<file path="src/rtl/avalon_burst_master.sv">
// Avalon-MM burst initiator: one burst at a time, burst writes fed from a
// valid/ready stream, burst reads returned on rd_data/rd_valid.
module avalon_burst_master #(
    parameter int unsigned MAX_BURST = 512
) (
    input  logic        clk,
    input  logic        reset_n,
    input  logic        cmd_valid,
    input  logic        cmd_write,
    input  logic [12:0] cmd_address,
    input  logic [9:0]  cmd_burstcount,
    output logic        cmd_ready,
    input  logic [31:0] wr_data,
    input  logic        wr_valid,
    output logic        wr_ready,
    output logic [31:0] rd_data,
    output logic        rd_valid,
    output logic        done,
    output logic        err,
    output logic        write,
    output logic        read,
    output logic        beginbursttransfer,
    output logic [9:0]  burstcount,
    output logic [12:0] address,
    output logic [31:0] writedata,
    input  logic [31:0] readdata,
    input  logic        readdatavalid,
    input  logic        waitrequest,
    input  logic [1:0]  response
);

    typedef enum logic [2:0] {
        IDLE,
        WR_LOAD,
        WR_BEAT,
        RD_CMD,
        RD_DATA
    } state_t;

    state_t      r_state;
    state_t      w_state_nxt;
    logic [9:0]  r_cnt;
    logic [9:0]  w_cnt_inc;
    logic        w_cmd_bad;
    logic        w_wr_acc;
    logic        w_wr_last;
    logic        w_rd_beat;
    logic        w_rd_last;

    assign w_cmd_bad = (cmd_burstcount == '0) || (32'(cmd_burstcount) > MAX_BURST);
    assign w_cnt_inc = r_cnt + 10'd1;
    assign w_wr_acc  = (r_state == WR_BEAT) && write && !waitrequest;
    assign w_wr_last = w_wr_acc && (w_cnt_inc == burstcount);
    // A beat arriving in the same cycle the read command is accepted still counts.
    assign w_rd_beat = readdatavalid && ((r_state == RD_CMD) || (r_state == RD_DATA));
    assign w_rd_last = w_rd_beat && (w_cnt_inc == burstcount);

    always_ff @(posedge clk) begin
        if (!reset_n) r_state <= IDLE;
        else          r_state <= w_state_nxt;
    end

    always_comb begin
        w_state_nxt = r_state;
        case (r_state)
            IDLE:    if (cmd_valid && !w_cmd_bad) w_state_nxt = cmd_write ? WR_LOAD : RD_CMD;
            WR_LOAD: if (wr_valid) w_state_nxt = WR_BEAT;
            WR_BEAT: begin
                if (w_wr_last)                 w_state_nxt = IDLE;
                else if (w_wr_acc && !wr_valid) w_state_nxt = WR_LOAD;
            end
            RD_CMD: begin
                if (w_rd_last)         w_state_nxt = IDLE;
                else if (!waitrequest) w_state_nxt = RD_DATA;
            end
            RD_DATA: if (w_rd_last) w_state_nxt = IDLE;
            default: w_state_nxt = IDLE;
        endcase
    end

    always_comb begin
        cmd_ready = (r_state == IDLE);
        wr_ready  = ((r_state == WR_LOAD) && !write) || (w_wr_acc && !w_wr_last);
    end

    always_ff @(posedge clk) begin
        if (!reset_n) begin
            write              <= 1'b0;
            read               <= 1'b0;
            beginbursttransfer <= 1'b0;
            rd_valid           <= 1'b0;
            done               <= 1'b0;
            err                <= 1'b0;
            address            <= '0;
            burstcount         <= '0;
            writedata          <= '0;
            rd_data            <= '0;
            r_cnt              <= '0;
        end else begin
            done               <= 1'b0;
            rd_valid           <= 1'b0;
            beginbursttransfer <= 1'b0;
            case (r_state)
                IDLE: begin
                    if (cmd_valid) begin
                        if (w_cmd_bad) begin
                            err <= 1'b1;
                        end else begin
                            err        <= 1'b0;
                            address    <= cmd_address;
                            burstcount <= cmd_burstcount;
                            r_cnt      <= '0;
                            if (!cmd_write) begin
                                read               <= 1'b1;
                                beginbursttransfer <= 1'b1;
                            end
                        end
                    end
                end
                WR_LOAD: begin
                    if (wr_valid) begin
                        writedata          <= wr_data;
                        write              <= 1'b1;
                        beginbursttransfer <= (r_cnt == '0);
                    end
                end
                WR_BEAT: begin
                    if (w_wr_acc) begin
                        r_cnt <= w_cnt_inc;
                        if (w_wr_last) begin
                            write <= 1'b0;
                            done  <= 1'b1;
                        end else if (wr_valid) begin
                            writedata <= wr_data;
                        end else begin
                            write <= 1'b0;
                        end
                    end
                end
                RD_CMD, RD_DATA: begin
                    if ((r_state == RD_CMD) && !waitrequest) read <= 1'b0;
                    if (w_rd_beat) begin
                        rd_data  <= readdata;
                        rd_valid <= 1'b1;
                        r_cnt    <= w_cnt_inc;
                        if (response != 2'b00) err <= 1'b1;
                        if (w_rd_last) begin
                            done <= 1'b1;
                            read <= 1'b0;
                        end
                    end
                end
                default: ;
            endcase
        end
    end

endmodule

</file>
<file path="config.mk">
export PLATFORM = sky130hd
export DESIGN_NAME = avalon_burst_master
export DESIGN_NICKNAME = d
export VERILOG_FILES = /design/src/rtl/avalon_burst_master.sv
export SDC_FILE = /design/constraint.sdc
export NUM_CORES = 1
export LEC_CHECK = 0
export ABC_AREA = 1
export CORE_ASPECT_RATIO = 0.75
export CORE_MARGIN = 10
export CORE_UTILIZATION = 41
export CTS_CLUSTER_DIAMETER = 40
export CTS_CLUSTER_SIZE = 16
export DETAILED_ROUTE_END_ITERATION = 10
export GPL_TIMING_DRIVEN = 0
export PLACE_DENSITY = 0.76
export SYNTH_ARGS = -nofsm -noshare
export SYNTH_HDL_FRONTEND = slang
export SYNTH_SLANG_ARGS = --single-unit
</file>
<file path="constraint.sdc">
create_clock -name clk -period 5.94 [get_ports clk]
set_clock_uncertainty 0.1 [all_clocks]
set_input_delay 1.782 -clock clk [delete_from_list [all_inputs] [get_ports clk]]
set_output_delay 1.782 -clock clk [all_outputs]
set_load 0.01 [all_outputs]
</file>
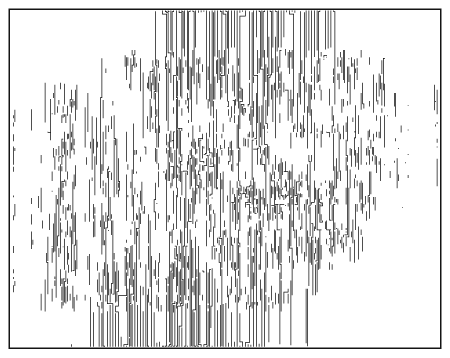
**Above:** M2 wires.
Drawn at 3 px/um.
wire length on this layer: 7790 um
main direction: vertical
nets with wire on the layer: 781
met2 usage: 0.324
final wirelength: 16200 um
total number of vias: 4914

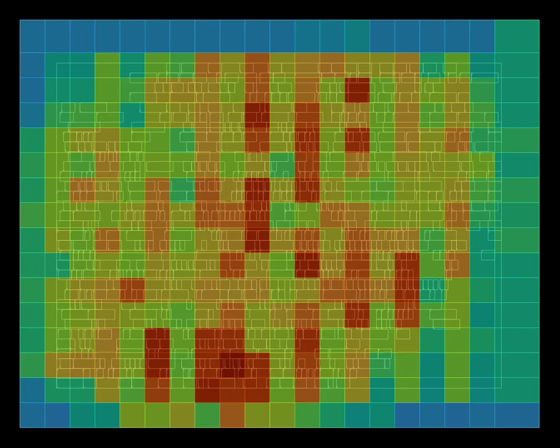
**Above:** congestion heat map.
drt wl/cell: 16.7 um
GR Util All Layers: 0.196
utilization after layout: 0.641
grt met1 use: 0.232

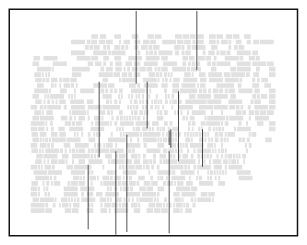
**Above:** the metal 4 layer.
Drawn at 2 px/um. Cells faint in the background.
main direction: vertical
wire length on this layer: 357 um
share of all routed wire: 2.2%

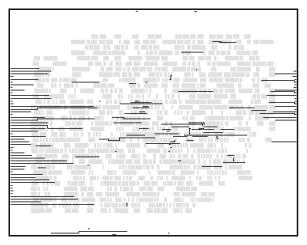
**Above:** met3 routing.
Drawn at 2 px/um. Cells faint in the background.
longest straight run: 41.6 um
nets with wire on the layer: 119
wire length on this layer: 1360 um
grt met3 use: 0.0703

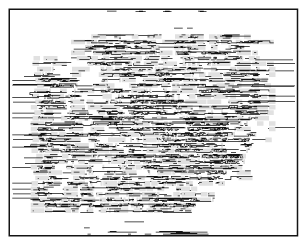
**Above:** signal wires on met1.
Drawn at 2 px/um. Cells faint in the background.
share of all routed wire: 41%
wire length on this layer: 6680 um
main direction: horizontal
nets with wire on the layer: 854

==> impl_metrics.toml <==
# generated from flow reports
[outcome]
status = "finished, final reports clean"

[floorplan]
die_h_um = 113
pin_count = 191
die_w_um = 143
die_area_sq_um = 16100

[critical_path]
critical_path_buf_inv_count = 3
cp_max_fo = 5
cp.arrival_ns = 3.42
slowest_delay_ns = 0.59
path_delay_family = "buffers and inverters"
path_class = "input port to output port"
worst_setup_path_start_kind = "input port"
slowest_stage = "clkdlybuf4s50_1"
crit_required_ns = 4.06

[finish]
diodes = 0
syn_to_final_growth_pct = 50.9
stdcell_area_sq_um = 7070
nets = 922
fillerInstances = 938
drive_gt1_frac = 0.119

[routing]
firstDrtPassIters = 5
m1WireLength_um = 6680
drtAntennaViolNets = 0
avgViaCountPerCell = 5.07
met2RoutedLength_um = 7790

[synth]
xor_share = 0.00187
mux_area_frac = 0
ys.warnings.count = 0
area_leaders = "dfxtp_1 45%, nor2_1 11%, o21ai_0 6.6%"
syn_nets = 721
ys_cells = 623
synth_simple_gate_area_share = 0.300
syn_area_per_cell_sq_um = 7.51
yosysSeqAreaShare = 0.453
async_flop_share = 0
most_common_cell = "nor2_1"
top_logic_kind = "simple AND/OR/NAND/NOR gates"
synth-edff-count = 0
yosys.area.top_type = "dfxtp_1"
synth_area_sq_um = 4680
yosys-stat-area_sq_um = 4680
fa_ha_area_frac = 0.00535

[power]
power_switching_mw = 0.943
internal-power_mw = 1.66
power_density_nw_per_um2 = 368
p_seq_mw = 0.917
power.share.clock = 0.235
p_total_mw = 2.60
swShare = 0.363
comb_power_mw = 1.07
powerClk_mw = 0.611

[grt]
grt_pass1_vias = 4856
grt_max_degree = 17
grt.busiest_layer = "met2"
grt_pass1_wl_um = 25700
grt-ovfl-total = 0

[job]
warnings = 27
max-cap-violations = 0

[place]
placed_area_sq_um = 6760

[clocking]
ctsHoldBuffers = 0
cts_tree = "built"
path_clk_slew_ns = 0.07
cts_buffers = 9
cts-root-buf = "clkbuf_16"
clock_latency_ns = 0.34
cts_sinks = 106

[sta]
rsz0062_at_grt = "no"
hold_viol = 0
slew_headroom = 0.494
finalClockPeriodUsage = 0.893
## worst register-to-register path: stages, from the launching register on
cell,delay [ns]
dfxtp_1,0.41
inv_1,0.15
ha_1,0.35
inv_1,0.06
nand2_1,0.07
nand2_1,0.06
nor2_1,0.08
nand3_1,0.13
nor2_1,0.12
nand3_1,0.09
nor2_2,0.14
nand3_2,0.11
nand2_2,0.10
inv_2,0.09
buf_2,0.19
nand3_1,0.12
a21oi_2,0.06
## path summary, 6_finish.rpt
kind	startpoint	end	cells past startpoint
worst max register to register	r_cnt[0]	writedata[13]	16
worst max-delay path	waitrequest	wr_ready	7
worst min register to register	writedata[1]	writedata[1]	2
worst min-delay path	writedata[1]	writedata[1]	2
## stage by stage
stage	worst slack, ns	hold slack (ns)	cells
5_1_grt	0.499	0.381	969
3_3_place_gp	0.655	0.349	953
4_1_cts	0.624	0.367	969
6_report	0.638	0.364	969
2_1_floorplan	1.72	0.377	623
3_5_place_dp	0.630	0.354	953
## sequential cells by signal, summed over array words and instances (netlist names)
| register | flops |
|---|---|
| beginbursttransfer | 1 |
| r_state | 3 |
| writedata | 32 |
| rd_valid | 1 |
| read | 1 |
| err | 1 |
| r_cnt | 10 |
| address | 13 |
| write | 1 |
| burstcount | 10 |
| done | 1 |
| rd_data | 32 |
## cell type report
| class | count | area (sq um) | area share |
|---|---|---|---|
| Clock buffer | 13 | 260 | 0.0368 |
| Sequential cell | 106 | 2120 | 0.300 |
| Buffer | 31 | 171 | 0.0243 |
| Timing Repair Buffer | 190 | 1900 | 0.269 |
| Inverter | 49 | 184 | 0.0260 |
| Multi-Input combinational cell | 437 | 2200 | 0.312 |
| Clock inverter | 3 | 47.5 | 0.00673 |
| Tap cell | 140 | 175 | 0.0248 |
